Figure 1. Metal layers overlaid (run 1).
Only two layers are drawn.
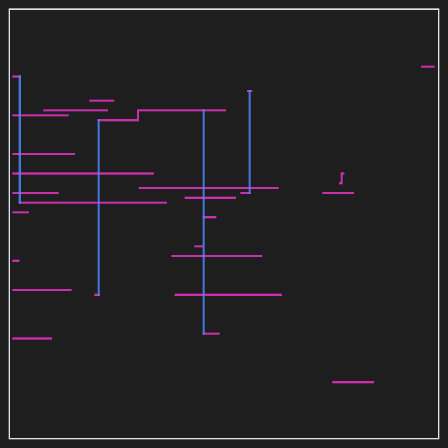
Figure 2. The metal 2 layer (run 1).
Cells faint in the background.
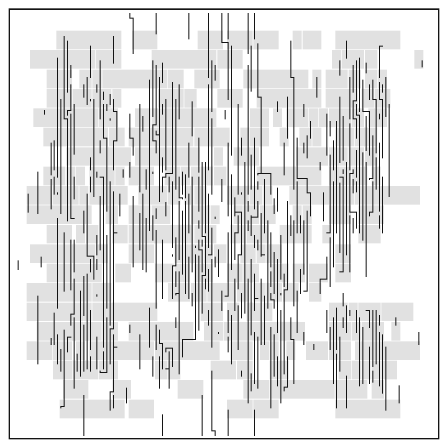
Figure 3. Met1 routing (run 1).
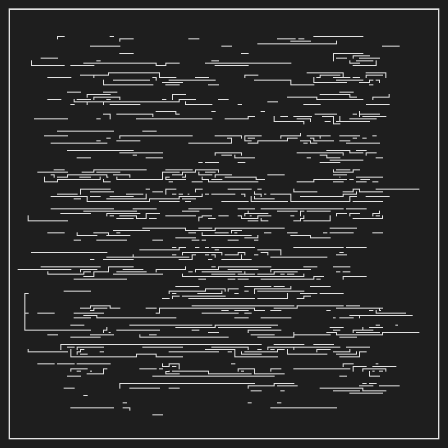
Figure 4. Clock wiring as the flow saved it (run 1).
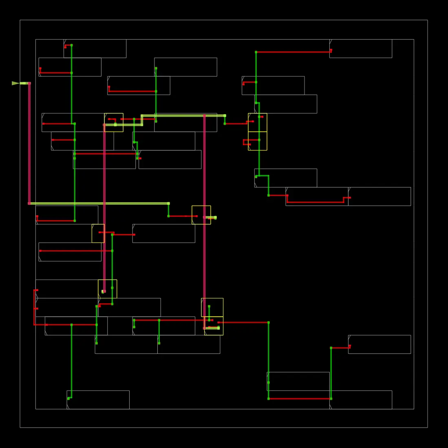
--- src/rtl/spacecraft_ft_pkg.sv ---
// Shared constants for the three-level fault-tolerance mission sequencer:
// FSM encodings, status codes, default level masks and unit bit positions.
package spacecraft_ft_pkg;

    typedef logic [4:0] unit_mask_t;

    localparam int unsigned NUM_UNITS = 5;

    // Unit 1 is the MSB of every mask.
    localparam int unsigned UNIT1_IDX = 4;
    localparam int unsigned UNIT2_IDX = 3;
    localparam int unsigned UNIT3_IDX = 2;
    localparam int unsigned UNIT4_IDX = 1;
    localparam int unsigned UNIT5_IDX = 0;

    localparam unit_mask_t DEF_L1_MASK      = 5'b11110;
    localparam unit_mask_t DEF_L2_MASK      = 5'b11100;
    localparam unit_mask_t DEF_L3_MASK      = 5'b11000;
    localparam unit_mask_t DEF_L2_OFF_ALLOW = 5'b00010;
    localparam unit_mask_t DEF_L3_OFF_ALLOW = 5'b00110;

    localparam int unsigned DEF_SETTLE_CYC  = 4;
    localparam int unsigned DEF_TIMEOUT_CYC = 32;

    localparam logic [3:0] S_IDLE    = 4'd0;
    localparam logic [3:0] S_L1_CHK  = 4'd1;
    localparam logic [3:0] S_L2_ARM  = 4'd2;
    localparam logic [3:0] S_L2_CHK  = 4'd3;
    localparam logic [3:0] S_L3_ARM  = 4'd4;
    localparam logic [3:0] S_L3_CHK  = 4'd5;
    localparam logic [3:0] S_SUCCESS = 4'd6;
    localparam logic [3:0] S_ABORT   = 4'd7;
    localparam logic [3:0] S_FAIL    = 4'd8;

    localparam logic [1:0] ST_NONE  = 2'b00;
    localparam logic [1:0] ST_OK    = 2'b01;
    localparam logic [1:0] ST_ABORT = 2'b10;
    localparam logic [1:0] ST_FAIL  = 2'b11;

    function automatic logic is_check_state(input logic [3:0] s);
        return (s == S_L1_CHK) || (s == S_L2_CHK) || (s == S_L3_CHK);
    endfunction

    function automatic logic is_busy_state(input logic [3:0] s);
        return (s != S_IDLE) && (s != S_SUCCESS) && (s != S_ABORT) && (s != S_FAIL);
    endfunction

    function automatic logic is_terminal_state(input logic [3:0] s);
        return (s == S_SUCCESS) || (s == S_ABORT) || (s == S_FAIL);
    endfunction

endpackage

--- src/rtl/level_check_timer.sv ---
// Settle and timeout counters shared by all three check levels; both clear while
// i_clr is high and saturate so they never wrap within a level.
module level_check_timer #(
    parameter int unsigned SETTLE_CYC  = 4,
    parameter int unsigned TIMEOUT_CYC = 32
) (
    input  logic clk,
    input  logic rst,
    input  logic i_clr,
    input  logic i_healthy_ok,
    output logic o_pass,
    output logic o_tmo
);

    localparam int unsigned SW = $clog2(SETTLE_CYC + 1);
    localparam int unsigned TW = $clog2(TIMEOUT_CYC + 1);
    localparam logic [SW-1:0] SETTLE_MAX = SW'(SETTLE_CYC);
    localparam logic [TW-1:0] TMO_MAX    = TW'(TIMEOUT_CYC);

    logic [SW-1:0] r_settle;
    logic [SW-1:0] w_settle_d;
    logic [TW-1:0] r_tmo;
    logic [TW-1:0] w_tmo_d;

    always_comb begin
        w_settle_d = r_settle;
        w_tmo_d    = r_tmo;
        if (i_clr) begin
            w_settle_d = '0;
            w_tmo_d    = '0;
        end else begin
            if (!i_healthy_ok) begin
                w_settle_d = '0;
            end else if (r_settle != SETTLE_MAX) begin
                w_settle_d = r_settle + 1'b1;
            end
            if (r_tmo != TMO_MAX) begin
                w_tmo_d = r_tmo + 1'b1;
            end
        end
    end

    // Flags fire in the cycle the count is reached, so the FSM leaves on that edge.
    assign o_pass = !i_clr && i_healthy_ok && (w_settle_d == SETTLE_MAX);
    assign o_tmo  = !i_clr && (w_tmo_d == TMO_MAX);

    always_ff @(posedge clk or posedge rst) begin
        if (rst) begin
            r_settle <= '0;
            r_tmo    <= '0;
        end else begin
            r_settle <= w_settle_d;
            r_tmo    <= w_tmo_d;
        end
    end

endmodule

--- src/rtl/mission_level_sequencer.sv ---
// Mission sequencer: L1 check, arm L2, L2 check, arm L3, L3 check, with a sticky
// user-shutdown latch filtered per level and registered datapath controls.
module mission_level_sequencer
    import spacecraft_ft_pkg::*;
#(
    parameter logic [4:0]  L1_MASK      = DEF_L1_MASK,
    parameter logic [4:0]  L2_MASK      = DEF_L2_MASK,
    parameter logic [4:0]  L3_MASK      = DEF_L3_MASK,
    parameter logic [4:0]  L2_OFF_ALLOW = DEF_L2_OFF_ALLOW,
    parameter logic [4:0]  L3_OFF_ALLOW = DEF_L3_OFF_ALLOW,
    parameter int unsigned SETTLE_CYC   = DEF_SETTLE_CYC,
    parameter int unsigned TIMEOUT_CYC  = DEF_TIMEOUT_CYC
) (
    input  logic       clk,
    input  logic       rst,
    input  logic       i_start,
    input  logic       i_abort_req,
    input  logic [4:0] i_health,
    input  logic [4:0] i_off_req,
    output logic [4:0] o_unit_en,
    output logic       o_sw_l2,
    output logic       o_sw_l3,
    output logic [2:0] o_level_passed,
    output logic       o_busy,
    output logic       o_done,
    output logic [1:0] o_status
);

    logic [3:0] r_state;
    logic [3:0] w_state_d;
    logic [4:0] r_off_lat;
    logic [4:0] w_off_lat_nx;
    logic [4:0] w_off_lat_d;
    logic [4:0] r_unit_en;
    logic [4:0] w_unit_en_d;
    logic       r_sw_l2;
    logic       w_sw_l2_d;
    logic       r_sw_l3;
    logic       w_sw_l3_d;
    logic [2:0] r_level_passed;
    logic [2:0] w_lp_d;
    logic [1:0] r_status;
    logic [1:0] w_status_d;
    logic       r_busy;
    logic       r_done;

    logic [4:0] w_mask;
    logic [4:0] w_allow;
    logic [4:0] w_req;
    logic       w_in_chk;
    logic       w_start_ok;
    logic       w_healthy_ok;
    logic       w_pass;
    logic       w_tmo;

    always_comb begin
        w_mask  = '0;
        w_allow = '0;
        case (r_state)
            S_L1_CHK: w_mask = L1_MASK;
            S_L2_CHK: begin
                w_mask  = L2_MASK;
                w_allow = L2_OFF_ALLOW;
            end
            S_L3_CHK: begin
                w_mask  = L3_MASK;
                w_allow = L3_OFF_ALLOW;
            end
            default: ;
        endcase
    end

    assign w_in_chk     = is_check_state(r_state);
    assign w_start_ok   = (r_state == S_IDLE) && i_start;
    assign w_off_lat_nx = r_off_lat | (i_off_req & w_allow);
    assign w_req        = w_mask & ~w_off_lat_nx;
    assign w_healthy_ok = (i_health & w_req) == w_req;

    level_check_timer #(
        .SETTLE_CYC  (SETTLE_CYC),
        .TIMEOUT_CYC (TIMEOUT_CYC)
    ) u_timer (
        .clk          (clk),
        .rst          (rst),
        .i_clr        (!w_in_chk),
        .i_healthy_ok (w_healthy_ok),
        .o_pass       (w_pass),
        .o_tmo        (w_tmo)
    );

    // Abort beats pass, pass beats timeout.
    always_comb begin
        w_state_d = r_state;
        case (r_state)
            S_IDLE:   if (i_start) w_state_d = S_L1_CHK;
            S_L1_CHK: begin
                if (i_abort_req)  w_state_d = S_ABORT;
                else if (w_pass)  w_state_d = S_L2_ARM;
                else if (w_tmo)   w_state_d = S_ABORT;
            end
            S_L2_ARM: w_state_d = i_abort_req ? S_ABORT : S_L2_CHK;
            S_L2_CHK: begin
                if (i_abort_req)  w_state_d = S_ABORT;
                else if (w_pass)  w_state_d = S_L3_ARM;
                else if (w_tmo)   w_state_d = S_ABORT;
            end
            S_L3_ARM: w_state_d = i_abort_req ? S_ABORT : S_L3_CHK;
            S_L3_CHK: begin
                if (i_abort_req)  w_state_d = S_ABORT;
                else if (w_pass)  w_state_d = S_SUCCESS;
                else if (w_tmo)   w_state_d = S_FAIL;
            end
            S_SUCCESS, S_ABORT, S_FAIL: w_state_d = S_IDLE;
            default:  w_state_d = S_IDLE;
        endcase
    end

    always_comb begin
        w_off_lat_d = w_start_ok ? 5'b00000 : w_off_lat_nx;
        w_unit_en_d = r_unit_en;
        w_sw_l2_d   = r_sw_l2;
        w_sw_l3_d   = r_sw_l3;
        w_lp_d      = r_level_passed;
        w_status_d  = r_status;
        if (w_start_ok) begin
            w_lp_d     = '0;
            w_status_d = ST_NONE;
        end
        // ARM states are only ever entered from the preceding level's pass.
        case (w_state_d)
            S_IDLE: begin
                w_unit_en_d = '0;
                w_sw_l2_d   = 1'b0;
                w_sw_l3_d   = 1'b0;
            end
            S_L1_CHK: w_unit_en_d = L1_MASK & ~w_off_lat_d;
            S_L2_ARM: begin
                w_unit_en_d = L2_MASK;
                w_sw_l2_d   = 1'b1;
                w_lp_d[0]   = 1'b1;
            end
            S_L2_CHK: w_unit_en_d = L2_MASK & ~w_off_lat_d;
            S_L3_ARM: begin
                w_unit_en_d = L3_MASK;
                w_sw_l3_d   = 1'b1;
                w_lp_d[1]   = 1'b1;
            end
            S_L3_CHK: w_unit_en_d = L3_MASK & ~w_off_lat_d;
            S_SUCCESS: begin
                w_lp_d[2]  = 1'b1;
                w_status_d = ST_OK;
            end
            S_ABORT:  w_status_d = ST_ABORT;
            S_FAIL:   w_status_d = ST_FAIL;
            default: ;
        endcase
    end

    always_ff @(posedge clk or posedge rst) begin
        if (rst) begin
            r_state        <= S_IDLE;
            r_off_lat      <= '0;
            r_unit_en      <= '0;
            r_sw_l2        <= 1'b0;
            r_sw_l3        <= 1'b0;
            r_level_passed <= '0;
            r_status       <= ST_NONE;
            r_busy         <= 1'b0;
            r_done         <= 1'b0;
        end else begin
            r_state        <= w_state_d;
            r_off_lat      <= w_off_lat_d;
            r_unit_en      <= w_unit_en_d;
            r_sw_l2        <= w_sw_l2_d;
            r_sw_l3        <= w_sw_l3_d;
            r_level_passed <= w_lp_d;
            r_status       <= w_status_d;
            r_busy         <= is_busy_state(w_state_d);
            r_done         <= is_terminal_state(w_state_d);
        end
    end

    assign o_unit_en      = r_unit_en;
    assign o_sw_l2        = r_sw_l2;
    assign o_sw_l3        = r_sw_l3;
    assign o_level_passed = r_level_passed;
    assign o_status       = r_status;
    assign o_busy         = r_busy;
    assign o_done         = r_done;

endmodule

--- config.mk ---
export PLATFORM = sky130hd
export DESIGN_NAME = mission_level_sequencer
export DESIGN_NICKNAME = d
export VERILOG_FILES = /design/src/rtl/spacecraft_ft_pkg.sv /design/src/rtl/level_check_timer.sv /design/src/rtl/mission_level_sequencer.sv
export SDC_FILE = /design/constraint.sdc
export NUM_CORES = 1
export LEC_CHECK = 0
export CORE_MARGIN = 2
export CORE_UTILIZATION = 55
export CTS_BUF_LIST = sky130_fd_sc_hd__clkbuf_2 sky130_fd_sc_hd__clkbuf_4 sky130_fd_sc_hd__clkbuf_8
export DETAILED_ROUTE_END_ITERATION = 7
export PLACE_DENSITY_LB_ADDON = 0.12
export SETUP_SLACK_MARGIN = 0.3
export SLEW_MARGIN = 20
export SYNTH_ARGS = -nofsm -noshare
export SYNTH_HDL_FRONTEND = slang
export SYNTH_SLANG_ARGS = --single-unit
--- constraint.sdc ---
create_clock -name clk -period 3.3 [get_ports clk]
set_input_delay 0.66 -clock clk [delete_from_list [all_inputs] [get_ports clk]]
set_output_delay 0.66 -clock clk [all_outputs]
set_load 0.01 [all_outputs]
==> reports/results.txt, run 1 <==
Synthesized Nets - 201
GPL Wtd Cong - 0.935
CTS clk-pin slew, worst paths - 100 ps
MI comb cells - 139
Logic share of the area - 0.439
Final core occ - 0.686
Fraction of area in registers - 0.362
GRT met3 Usage - 0.0823
Slew @ Worst Pin - 556 ps
Post-detail-place hpwl - 3090 um
Antenna Nets Post-Route - 0
Core area - 0.00303 mm^2
CP bufs+invs - 1
Number of max-cap violations - 0
Port Buf Inserts - 22
Share of cells above drive strength 1 - 0.140
Worst Path Max Fanout - 5
Cycle use final - 0.876
Setup crit end kind - register
Unique cell types - 57
Worst Hold Class - register to register
Outcome - finished clean
Tapcells - 44
Pwr Density - 754 mW/mm^2
Depth of the most critical reg-to-reg path - 10
Logic inverters - 9
Die Ht - 60.0 um
Final non-filler cell total - 258
-- Figure 1 (at the start) --
[blue] met4 | wire length: 87.7 um
[magenta] met3 | wire length: 183 um
vias: 1499
All-Layer GR Usage: 0.261
routed len/inst: 15.7 um

-- Figure 2 (at the start) --
share of all routed wire: 50%
main direction: vertical
wire length on this layer: 2030 um
longest straight run: 23.8 um
met2 global-route usage: 0.415
WL final: 4060 um

-- Figure 3 (at the start) --
longest straight run: 28.1 um
wire length on this layer: 1760 um
global-route met1 utilization: 0.336

-- Figure 4 (at the start) --
Clock Latency Late Sink: 350 ps
clk sinks: 30
TritonCTS Buffers: 5
clock buf count: 5

==> run 2, diff against run 1 <==
CORE_UTILIZATION = 45   (was 55)
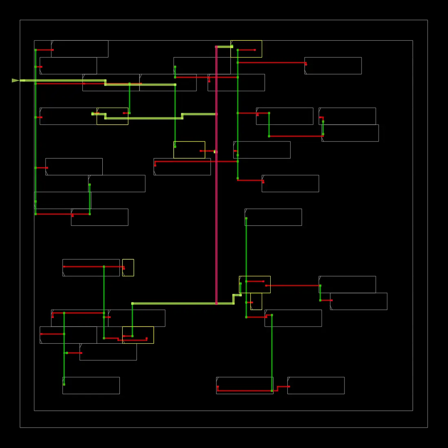
Figure 5: run 2, clock wiring as the flow saved it.
Clk power: 0.278 mW
Clock Latency Late Sink: 290 ps
flop count: 30
Fin Clk Skew: 7.25 ps

==> run 2 against run 1 <==
  * Critical path type unchanged
  * Sequential power about the same
  * Cell count up 2.3%
  * Worst setup slack better by 59 ps
  * Largest power group unchanged
  * Critical path depth unchanged
  * Largest cell class unchanged
==> reports/results.txt, run 2 <==
TritonCTS Buffers - 5 (unchanged)
All-Layer GR Usage - 0.206 (-0.0556)
Clock buf count - 5 (unchanged)
Outcome - finished clean
Slew @ Worst Pin - 630 ps (+74.4 ps)
Post-detail-place hpwl - 3030 um (-1.9%)
Yosys top cell by area - dfrtp_1
Final core occ - 0.580 (-0.106)
Setup crit end kind - register
Final non-filler cell total - 264 (+2.3%)
Core area - 0.00366 mm^2 (+21%)
Pwr Density - 766 mW/mm^2 (+1.6%)
CP bufs+invs - 1 (unchanged)
WL final - 4000 um (-1.3%)
Synthesized Nets - 201 (unchanged)
Logic share of the area - 0.429 (-0.0102)
Met2 global-route usage - 0.341 (-0.0737)
Die Ht - 65.9 um (+9.8%)
Tapcells - 48 (+9.1%)
Number of max-cap violations - 0 (unchanged)
Share of cells above drive strength 1 - 0.144 (+0.00333)
Cycle use final - 0.858 (-0.0179)
Global-route met1 utilization - 0.258 (-0.0785)
Top cells by count, synth - 30 x dfrtp_1, 21 x nor2_1, 14 x nand2_1, 10 x nor3_1, 9 x inv_1
GRT met3 Usage - 0.0528 (-0.0294)
Met3 WL post-DR - 168 um
Seq power - 0.583 mW
MI comb cells - 139 (unchanged)
Depth of the most critical reg-to-reg path - 10 (unchanged)
Antenna Nets Post-Route - 0 (unchanged)
Worst Path Max Fanout - 5 (unchanged)
Commonest Layout Cell - dfrtp_1
Routed len/inst - 15.2 um (-3.5%)
Logic inverters - 9 (unchanged)
Unique cell types - 57 (unchanged)
Worst Hold Class - register to register
Vias - 1490 (-0.60%)
CTS clk-pin slew, worst paths - 60 ps (-40 ps)
GPL Wtd Cong - 0.918 (-1.9%)
Fraction of area in registers - 0.354 (-0.00789)
Port Buf Inserts - 22 (unchanged)
Power figures rest on the tool's default switching activity, not on a simulated workload.
